**src/rtl/uart_pkg.sv**
```systemverilog
// ----------------------------------------------------------------------------
// uart_pkg
// Definitions shared by the UART transmitter and its later siblings.
//   uart_tx_state_t : frame state encoding (PARITY is used only when the
//                     parity feature is compiled in)
//   UART_IDLE_LEVEL : line level between frames
//   frame_len()     : number of bit periods in one frame; multiply by the
//                     clock divider to get the frame length in clocks
// ----------------------------------------------------------------------------
package uart_pkg;

   typedef enum logic [2:0] {
      IDLE,
      START,
      DATA,
      PARITY,
      STOP
   } uart_tx_state_t;

   localparam logic UART_IDLE_LEVEL = 1'b1;

   function automatic int unsigned frame_len(input int unsigned data_bits,
                                             input int unsigned stop_bits,
                                             input int unsigned p);
      return 1 + data_bits + p + stop_bits;
   endfunction

endpackage

```
**src/rtl/uart_tx_param_if.sv**
```systemverilog
// ----------------------------------------------------------------------------
// uart_tx_param_if
// Word handshake between a byte source and the UART transmitter.
//   data_in : word to transmit, sampled when valid && ready
//   valid   : source has a word
//   ready   : transmitter can take a word this cycle
// Modports: master = byte source, slave = transmitter.
// ----------------------------------------------------------------------------
interface uart_tx_param_if #(
   parameter int unsigned DATA_BITS = 8
) ();

   logic [DATA_BITS-1:0] data_in;
   logic                 valid;
   logic                 ready;

   modport master (output data_in, output valid, input ready);
   modport slave  (input data_in, input valid, output ready);

endinterface

```
**src/rtl/uart_baud_cnt.sv**
```systemverilog
// ----------------------------------------------------------------------------
// uart_baud_cnt
// Bit-period counter: counts 0..CLK_DIV-1 and wraps; bit_end marks the last
// clock of each bit period.
//   clk     : system clock
//   rst_n   : synchronous reset, active low
//   clr     : synchronous clear, holds the count at 0
//   bit_end : high while the count equals CLK_DIV-1
// ----------------------------------------------------------------------------
module uart_baud_cnt #(
   parameter int unsigned CLK_DIV = 16
) (
   input  logic clk,
   input  logic rst_n,
   input  logic clr,
   output logic bit_end
);

   localparam logic [15:0] CNT_LAST = 16'(CLK_DIV - 1);

   logic [15:0] cnt_q, cnt_d;

   assign bit_end = (cnt_q == CNT_LAST);

   always_comb begin
      cnt_d = cnt_q + 16'd1;
      if (clr || bit_end) cnt_d = '0;
   end

   always_ff @(posedge clk) begin
      if (!rst_n) cnt_q <= '0;
      else        cnt_q <= cnt_d;
   end

endmodule

```
**src/rtl/uart_tx_param.sv**
```systemverilog
// ----------------------------------------------------------------------------
// uart_tx_param
// Parametrised UART transmitter. One word per valid/ready handshake is sent as
// start bit, DATA_BITS data bits, optional parity bit and STOP_BITS stop bits,
// each bit held for CLK_DIV clocks. A word accepted in the last clock of the
// last stop bit starts the next frame with no idle gap.
// Optional feature: define UART_TX_PARITY_EN to insert a parity bit
// (even, or odd when PARITY_ODD=1) after the last data bit.
// Ports:
//   clk   : system clock, rising edge
//   rst_n : synchronous reset, active low
//   bus   : slave side of the word handshake (data_in, valid, ready)
//   tx    : serial line, idles high
//   busy  : a frame is in progress
//   done  : one-clock pulse in the last clock of the last stop bit
// ----------------------------------------------------------------------------
module uart_tx_param
   import uart_pkg::*;
#(
   parameter int unsigned CLK_DIV    = 16,
   parameter int unsigned DATA_BITS  = 8,
   parameter int unsigned STOP_BITS  = 1,
   parameter int unsigned LSB_FIRST  = 1,
   parameter int unsigned PARITY_ODD = 0
) (
   input  logic           clk,
   input  logic           rst_n,
   uart_tx_param_if.slave bus,
   output logic           tx,
   output logic           busy,
   output logic           done
);

   if (CLK_DIV < 2 || CLK_DIV > 65535 || DATA_BITS < 5 || DATA_BITS > 9 ||
       STOP_BITS < 1 || STOP_BITS > 2 || LSB_FIRST > 1 || PARITY_ODD > 1)
   begin : g_bad_param
      $error("uart_tx_param: parameter out of legal range");
   end

   localparam logic [3:0] LAST_DATA = 4'(DATA_BITS - 1);
   localparam logic [3:0] LAST_STOP = 4'(STOP_BITS - 1);

   uart_tx_state_t       state_q, state_d;
   logic [DATA_BITS-1:0] sh_q, sh_d;
   logic [3:0]           idx_q, idx_d;
   logic                 tx_q, tx_d;
   logic                 en_q;     // low in the cycles right after a reset edge
`ifdef UART_TX_PARITY_EN
   logic                 par_q, par_d;
`endif

   logic                 bit_end;
   logic                 last_stop;
   logic                 accept;
   logic                 next_bit;
   logic [DATA_BITS-1:0] sh_next;

   uart_baud_cnt #(.CLK_DIV(CLK_DIV)) u_baud (
      .clk    (clk),
      .rst_n  (rst_n),
      .clr    (state_q == IDLE),
      .bit_end(bit_end)
   );

   // The shift register always presents the next bit to send at one end.
   assign next_bit = (LSB_FIRST != 0) ? sh_q[0] : sh_q[DATA_BITS-1];
   assign sh_next  = (LSB_FIRST != 0) ? (sh_q >> 1) : (sh_q << 1);

   assign last_stop = (state_q == STOP) && bit_end && (idx_q == LAST_STOP);
   assign bus.ready = en_q && ((state_q == IDLE) || last_stop);
   assign accept    = bus.valid && bus.ready;

   assign tx   = tx_q;
   assign busy = (state_q != IDLE);
   assign done = last_stop;

   always_comb begin
      // NOTE: every variable gets a default here so no path infers a latch.
      state_d = state_q;
      sh_d    = sh_q;
      idx_d   = idx_q;
      tx_d    = tx_q;
`ifdef UART_TX_PARITY_EN
      par_d   = par_q;
`endif

      case (state_q)
         IDLE: tx_d = UART_IDLE_LEVEL;
         START: begin
            if (bit_end) begin
               state_d = DATA;
               tx_d    = next_bit;
               sh_d    = sh_next;
               idx_d   = '0;
            end
         end
         DATA: begin
            if (bit_end) begin
               if (idx_q == LAST_DATA) begin
                  idx_d = '0;
`ifdef UART_TX_PARITY_EN
                  state_d = PARITY;
                  tx_d    = par_q;
`else
                  state_d = STOP;
                  tx_d    = UART_IDLE_LEVEL;
`endif
               end else begin
                  idx_d = idx_q + 4'd1;
                  tx_d  = next_bit;
                  sh_d  = sh_next;
               end
            end
         end
`ifdef UART_TX_PARITY_EN
         PARITY: begin
            if (bit_end) begin
               state_d = STOP;
               tx_d    = UART_IDLE_LEVEL;
               idx_d   = '0;
            end
         end
`endif
         STOP: begin
            if (bit_end) begin
               if (idx_q == LAST_STOP) begin
                  state_d = IDLE;
                  tx_d    = UART_IDLE_LEVEL;
               end else begin
                  idx_d = idx_q + 4'd1;
               end
            end
         end
         default: begin
            state_d = IDLE;
            tx_d    = UART_IDLE_LEVEL;
         end
      endcase

      // Accept is only possible in IDLE or the last stop clock; it overrides
      // the return to IDLE so back-to-back frames have no gap.
      if (accept) begin
         state_d = START;
         tx_d    = 1'b0;
         sh_d    = bus.data_in;
         idx_d   = '0;
`ifdef UART_TX_PARITY_EN
         par_d   = (^bus.data_in) ^ (PARITY_ODD != 0);
`endif
      end
   end

   // NOTE: reset is synchronous; the whole datapath is cleared with the FSM
   // so an aborted frame leaves nothing behind.
   always_ff @(posedge clk) begin
      if (!rst_n) begin
         state_q <= IDLE;
         sh_q    <= '0;
         idx_q   <= '0;
         tx_q    <= UART_IDLE_LEVEL;
         en_q    <= 1'b0;
`ifdef UART_TX_PARITY_EN
         par_q   <= 1'b0;
`endif
      end else begin
         // NOTE: non-blocking assignments for all state so every flop
         // samples the values from before this edge.
         state_q <= state_d;
         sh_q    <= sh_d;
         idx_q   <= idx_d;
         tx_q    <= tx_d;
         en_q    <= 1'b1;
`ifdef UART_TX_PARITY_EN
         par_q   <= par_d;
`endif
      end
   end

endmodule

```
**src/flat_wrapper.sv**
```systemverilog
// flat-port wrapper written by rule: the top's interface ports become plain ports
module uart_tx_param_flat import uart_pkg::*;
#(
   parameter int unsigned CLK_DIV    = 16,
   parameter int unsigned DATA_BITS  = 8,
   parameter int unsigned STOP_BITS  = 1,
   parameter int unsigned LSB_FIRST  = 1,
   parameter int unsigned PARITY_ODD = 0
)
  (clk, rst_n, tx, busy, done, bus_data_in, bus_valid, bus_ready);
  uart_tx_param_if #(.DATA_BITS(DATA_BITS)) bus_i ();
  input  logic clk;
  input  logic rst_n;
  output logic tx;
  output logic busy;
  output logic done;
  input wire logic [$bits(bus_i.data_in)-1:0] bus_data_in;
  input wire logic [$bits(bus_i.valid)-1:0] bus_valid;
  output wire logic [$bits(bus_i.ready)-1:0] bus_ready;
  assign bus_i.data_in = bus_data_in;
  assign bus_i.valid = bus_valid;
  assign bus_ready = bus_i.ready;
  uart_tx_param #(.CLK_DIV(CLK_DIV), .DATA_BITS(DATA_BITS), .STOP_BITS(STOP_BITS), .LSB_FIRST(LSB_FIRST), .PARITY_ODD(PARITY_ODD)) u_core (.clk(clk), .rst_n(rst_n), .bus(bus_i), .tx(tx), .busy(busy), .done(done));
endmodule
```
**config.mk**
```make
export PLATFORM = sky130hd
export DESIGN_NAME = uart_tx_param_flat
export DESIGN_NICKNAME = d
export VERILOG_FILES = /design/src/rtl/uart_pkg.sv /design/src/rtl/uart_tx_param_if.sv /design/src/rtl/uart_baud_cnt.sv /design/src/rtl/uart_tx_param.sv /design/src/flat_wrapper.sv
export SDC_FILE = /design/constraint.sdc
export NUM_CORES = 1
export LEC_CHECK = 0
export CORE_MARGIN = 2
export CORE_UTILIZATION = 28
export DETAILED_ROUTE_END_ITERATION = 10
export GPL_TIMING_DRIVEN = 0
export PLACE_DENSITY = 0.45
export SYNTH_ARGS = -nofsm -noshare
export SYNTH_HDL_FRONTEND = slang
export SYNTH_SLANG_ARGS = --single-unit
```
**constraint.sdc**
```tcl
create_clock -name clk -period 1.6 [get_ports clk]
set_input_delay 0.32 -clock clk [delete_from_list [all_inputs] [get_ports clk]]
set_output_delay 0.32 -clock clk [all_outputs]
set_load 0.005 [all_outputs]
```
==> flow_summary.json, run 1 <==
{
  "globalplace.congestion": 0.720,
  "worst_hold_path_type": "reg2reg",
  "grt.overflow.total": 0,
  "critical_path_peak_fanout": 4,
  "hp-start": "u_core.sh_q[1]$_SDFFE_PN0P_",
  "critical_path.startpoint_type": "flop",
  "max-vdd-ir-drop_mv": 0.493,
  "yosysWarningCount": 0,
  "regToRegSetupSlack_ns": -0.28,
  "n_antenna_cell": 0,
  "clock_sinks": 33,
  "timing.final.setup_violations": 34,
  "simple_gate_share_of_the_synthesized_area_pct": 30.7,
  "grt_pass1_vias": 1454,
  "outcome": "complete, but fails checks",
  "topCombFamilyByArea": "simple AND/OR/NAND/NOR gates",
  "enable_flop_cells": 0,
  "grt_first_pass_wirelength_mm": 7.00,
  "initialDrtViolationCount": 43,
  "dp_worst_setup_slack_ns": -0.621,
  "avgViaCountPerCell": 4.69,
  "yosysTopAreaCellShare_pct": 37.9,
  "synthMuxAreaShare_pct": 2.30,
  "die_x_um": 82.9,
  "stdcell_count": 319,
  "rows": 28,
  "worstHoldEndpoint": "u_core.sh_q[1]$_SDFFE_PN0P_",
  "warning_count": 29,
  "timing.final.ws_setup_ns": -0.356,
  "timing.critical_path.to_type": "primary output",
  "cp_slowest_stage_delay_ns": 0.36,
  "grt_antenna_before_repair": 0,
  "violations": "setup timing",
  "criticalPathCategory": "reg2out",
  "cts_max_path_buffers": 2,
  "design.final.nets": 258,
  "max_freq_ghz": 0.511,
  "track_usage_pct": 12.5,
  "ctsHtreeMaxLevel": 2,
  "synth_top_cell_by_area": "dfxtp_1",
  "totalWireLength_mm": 4.34,
  "compound_area_share_pct": 15.2,
  "synth-adder-area-share_pct": 2.15
}
run 1: power by group:
| group | switching (mW) | total (mW) | leakage, nW | internal (mW) |
|---|---|---|---|---|
| combinational | 0.0813 | 0.190 | 0.598 | 0.109 |
| clock | 0.310 | 0.651 | 0.0443 | 0.342 |
| sequential | 0.0109 | 0.848 | 0.275 | 0.837 |
run 1: through the flow:
step | hold WS (ns) | total power, mW | instance area [um2] | util, % | setup TNS [ns]
3_3_place_gp | 0.436 | 1.00 | 1990 | 33.3 | -8.95
4_1_cts | 0.486 | 1.69 | 2420 | 40.7 | -2.87
5_1_grt | 0.505 | 1.76 | 2570 | 43.1 | -10.08
3_5_place_dp | 0.443 | 1.00 | 1990 | 33.3 | -9.07
2_1_floorplan | 0.348 | 0.942 | 1750 | - | 0
6_report | 0.483 | 1.69 | 2570 | 43.1 | -6.43
run 1: final cells by class:
type,instances,area (um2),area share (%)
Clock buffer,7,86.3,3.36
Timing Repair Buffer,48,438,17.0
Tap cell,75,93.8,3.65
Buffer,7,78.8,3.07
Sequential cell,33,682,26.5
Multi-Input combinational cell,145,1170,45.7
Inverter,4,15.0,0.585
run 1: state kept, by name, indices dropped and copies added, names as in the netlist:
register / cells
u_core.en_q: 1
u_core.idx_q: 4
u_core.sh_q: 8
u_core.state_q: 3
u_core.tx: 1
u_core.u_baud.cnt_q: 16
run 1: worst reg2reg max path, stage by stage (launching register included):
cell     delay [ns]
dfxtp_4        0.36
nor4_4         0.29
buf_4          0.17
nand4_4        0.11
buf_4          0.15
buf_6          0.12
nor3_4         0.16
buf_6          0.15
mux2i_1        0.18
a21oi_1        0.08
run 1: metal layers:
layer | track usage, % | wire length [um] | vias to the layer above
li1 | - | - | 778
met1 | 15.7 | 2080 | 700
met2 | 20.7 | 2110 | 15
met3 | 3.28 | 108 | 4
met4 | 4.02 | 42 | 0
met5 | 0 | 0 | -
run 1: cell families (layout without fill, tap and decap cells):
family / after synthesis / after routing
and+or+nand+nor: 86 / 86
AOI/OAI and AO/OA: 38 / 38
buffers and inverters: 12 / 66
muxes: 4 / 4
DFF: 33 / 33
adders and majority gates: 3 / 3
xor gates and xnor gates: 14 / 14
run 1: how the worst max path moves through the flow:
| stage | start | to | cells after the start |
|---|---|---|---|
| after CTS | u_core.idx_q[1]$_SDFFE_PP0P_ | bus_ready | 6 |
| after detailed placement | u_core.idx_q[0]$_SDFFE_PP0P_ | bus_ready | 6 |
| after floorplan | u_core.idx_q[0]$_SDFFE_PP0P_ | u_core.sh_q[2]$_SDFFE_PN0P_ | 7 |
| final | u_core.u_baud.cnt_q[5]$_SDFF_PP0_ | bus_ready | 6 |
| after global placement | u_core.idx_q[0]$_SDFFE_PP0P_ | bus_ready | 6 |
| after global routing | u_core.u_baud.cnt_q[5]$_SDFF_PP0_ | bus_ready | 6 |
run 1: repair_timing:
action / in CTS / in global routing
pin swaps: 16 / 16
setup endpoints to repair: 30 / 31
buffers inserted: 22 / 10
gates cloned: 2 / 1
resized: 63 / 18
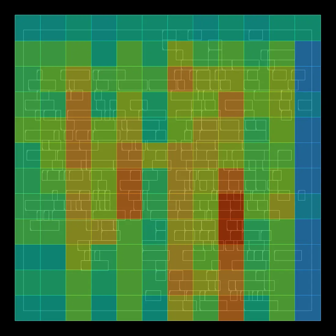
**Above:** run 1 (routing congestion map).
global route hottest layer: met2
fraction of the core area covered by cells at the end of the flow: 43.1%
global-route track usage on met2: 20.7%
met3 Usage GRT: 3.28%
Avg WL per Cell: 13.6 um

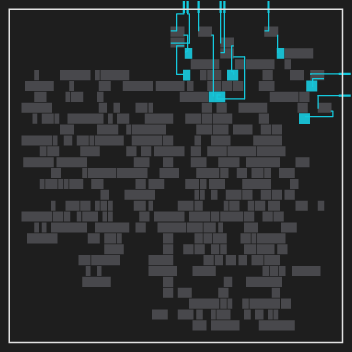
**Above:** run 1 (port wiring).
(4 px per um)
port	color	bits	direction	edge	end cells	buffers	wire
bus_data_in	cyan	8	input	6 top, 2 right	8	8	148 um

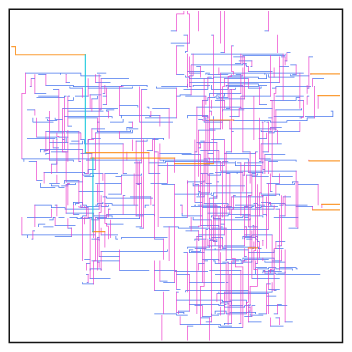
**Above:** run 1 (signal wires by layer).
(4 px per um)
layer	color	wire length
M3	orange	109 um
M4	cyan	42.8 um
M1	blue	2080 um
M2	magenta	2110 um

**Run 1: ports around the boundary**

(3 px per um) Pins as bars across the die edge, other pins in gray.
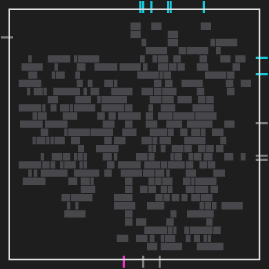

## Run 2: what changed since run 1
--- a/config.mk
+++ b/config.mk
@@ -6,10 +6,10 @@
 export NUM_CORES = 1
 export LEC_CHECK = 0
 export CORE_MARGIN = 2
-export CORE_UTILIZATION = 28
+export CORE_UTILIZATION = 51
 export DETAILED_ROUTE_END_ITERATION = 10
-export GPL_TIMING_DRIVEN = 0
-export PLACE_DENSITY = 0.45
+export PLACE_DENSITY = 0.74
+export SLEW_MARGIN = 25
 export SYNTH_ARGS = -nofsm -noshare
 export SYNTH_HDL_FRONTEND = slang
 export SYNTH_SLANG_ARGS = --single-unit
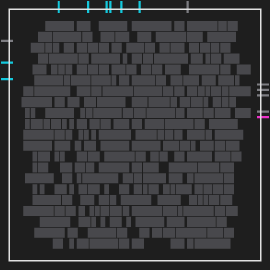
**Above:** run 2 (ports around the boundary).
(4 px per um) Pins as bars across the die edge, other pins in gray.
port	color	pins	direction	edge
busy	magenta	1	output	right
bus_data_in	cyan	8	input	6 top, 2 left

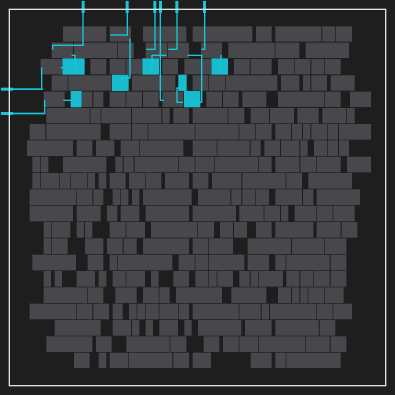
**Above:** run 2 (port wiring).
(6 px per um)
port	color	bits	direction	edge	end cells	buffers	wire
bus_data_in	cyan	8	input	6 top, 2 left	8	8	108 um

==> run 2 against run 1 <==
Against the previous run: global-route usage up 14 points; the run still ends with setup timing left; critical endpoint unchanged; clock skew increased by 0.0014 ns; non-clock buffer count grew 21; sequential cell count unchanged; critical path type unchanged; power decreased by 4.8%; area after synthesis unchanged; register-to-register slack lost 0.08 ns; wire length increased by 20%; first-iteration DRC count went up to 4.0 times the previous value; clock-buffer cell count unchanged.
==> flow_summary.json, run 2 <==
{
  "combPwrFrac_pct": 12.7,
  "globalplace.congestion": 0.887,
  "layout_top_registers": "u_core.u_baud.cnt_q (16), u_core.sh_q (8), u_core.idx_q (4)",
  "seqPwrFrac_pct": 53.2,
  "critical_path.endpoint": "bus_ready",
  "synth_top_cell_by_area": "dfxtp_1",
  "rows": 21,
  "design_power_total_mw": 1.61,
  "regToRegSetupSlack_ns": -0.36,
  "synthMuxAreaShare_pct": 2.30,
  "die_x_um": 62.5,
  "avg_wl_per_cell_um": 16.7,
  "compound_area_share_pct": 15.2,
  "largest_register_ff_count": 16,
  "cts_max_path_buffers": 2,
  "enable_flop_cells": 0,
  "postSynthCellCount": 190,
  "stdcell_count": 312,
  "totalWireLength_mm": 5.22,
  "design.final.nets": 279,
  "grt_first_pass_wirelength_mm": 8.14,
  "clock_power_share_pct": 34.1,
  "max_flop_register": "u_core.u_baud.cnt_q",
  "switching_power_mw": 0.398,
  "criticalPathCategory": "reg2out",
  "avgViaCountPerCell": 5.62,
  "violations": "setup timing",
  "grt.overflow.total": 0,
  "yosysTopAreaCellShare_pct": 37.9,
  "timing.final.setup_violations": 34,
  "timing.critical_path.to_type": "primary output",
  "worst_hold_path_type": "reg2reg",
  "critical_path_peak_fanout": 2,
  "n_antenna_cell": 0,
  "topCombFamilyByArea": "simple AND/OR/NAND/NOR gates",
  "max-vdd-ir-drop_mv": 0.467,
  "max_freq_ghz": 0.499,
  "outcome": "complete, but fails checks",
  "grt_antenna_before_repair": 0,
  "yosysWarningCount": 0,
  "timing.final.ws_setup_ns": -0.404,
  "warning_count": 29,
  "synth-adder-area-share_pct": 2.15,
  "clock_sinks": 33
}
## run 2: netlist changes by cell type in the layout (fill, tap and decap cells not counted), moves of 2 or more
cell	change
clkbuf_8	-5
nor3_2	-2
a21oi_2	+2
clkbuf_4	+4
dfxtp_1	+2
mux2i_1	-2
buf_12	+2
buf_4	+23
a21oi_1	-2
nor3_1	+2
dfxtp_4	-2
## run 2: worst min-delay path by stage
stage | startpoint | end | slack, ns | cells past startpoint
6_report | u_core.sh_q[6]$_SDFFE_PN0P_ | u_core.sh_q[6]$_SDFFE_PN0P_ | 0.51 | 2
5_1_grt | u_core.sh_q[6]$_SDFFE_PN0P_ | u_core.sh_q[6]$_SDFFE_PN0P_ | 0.53 | 2
4_1_cts | u_core.sh_q[6]$_SDFFE_PN0P_ | u_core.sh_q[6]$_SDFFE_PN0P_ | 0.50 | 2
3_5_place_dp | u_core.sh_q[6]$_SDFFE_PN0P_ | u_core.sh_q[6]$_SDFFE_PN0P_ | 0.48 | 2
3_3_place_gp | u_core.sh_q[0]$_SDFFE_PN0P_ | u_core.sh_q[0]$_SDFFE_PN0P_ | 0.47 | 2
2_1_floorplan | rst_n | u_core.en_q$_DFF_P_ | 0.35 | 0
## run 2: per-stage QoR
| step | setup WS (ns) | setup TNS (ns) | util, % | hold slack (ns) | instance area, um2 |
|---|---|---|---|---|---|
| CTS | -0.373 | -3.87 | 77.2 | 0.498 | 2550 |
| global placement | -0.440 | -6.02 | 66.9 | 0.468 | 2210 |
| finish | -0.404 | -5.98 | 81.9 | 0.509 | 2710 |
| detailed placement | -0.510 | -6.36 | 66.9 | 0.475 | 2210 |
| floorplan | 0.000917 | 0 | - | 0.348 | 1750 |
| global route | -0.470 | -8.45 | 81.9 | 0.530 | 2710 |
## run 2: area by class of cell
cell class / count / area (um2)
clock buffers: 7 / 65.1
multi-input cells: 145 / 1180
repair buffers: 76 / 709
inverters: 4 / 15.0
fillers: 213 / 599
well taps: 46 / 57.6
flip-flops and latches: 33 / 674
clock inverters: 1 / 5.00
## run 2: logic make-up after synthesis
kind of cell             count (synthesis)
AND-OR/OR-AND                           38
AND/OR/NAND/NOR                         86
multiplexers                             4
XOR/XNOR                                14
adder cells (fa/ha/maj)                  3
buffers and inverters                   12
flip-flops                              33
## run 2: per-layer routing
metal	share of wire, %	vias up	global-route usage [%]
met5	0	-	0
met4	4.0	0	16.7
met3	4.1	21	6.49
met2	52	55	48.3
met1	40	850	28.2
li1	-	826	-
## run 2: power by group through the flow
stage | combinational, mW | clock (mW) | sequential, mW
after global placement | 0.135 | 0 | 0.867
after floorplan | 0.0770 | 0 | 0.865
final | 0.204 | 0.549 | 0.856
after CTS | 0.177 | 0.554 | 0.851
after global routing | 0.216 | 0.606 | 0.858
after detailed placement | 0.140 | 0 | 0.868
## run 2: what timing repair did
item,in CTS,in global routing
pin swaps,14,17
gates resized,52,28
setup buffers,15,6
cloned,1,1
endpoints found under the setup margin,18,33
## run 2: worst max-delay path, stage by stage, from the launching register on
cell,delay (ns)
dfxtp_2,0.34
inv_2,0.07
ha_4,0.12
or3b_4,0.39
o21ai_2,0.16
and3_1,0.17
buf_2,0.11
No activity file was given, so power comes from the tool's default toggle rates.
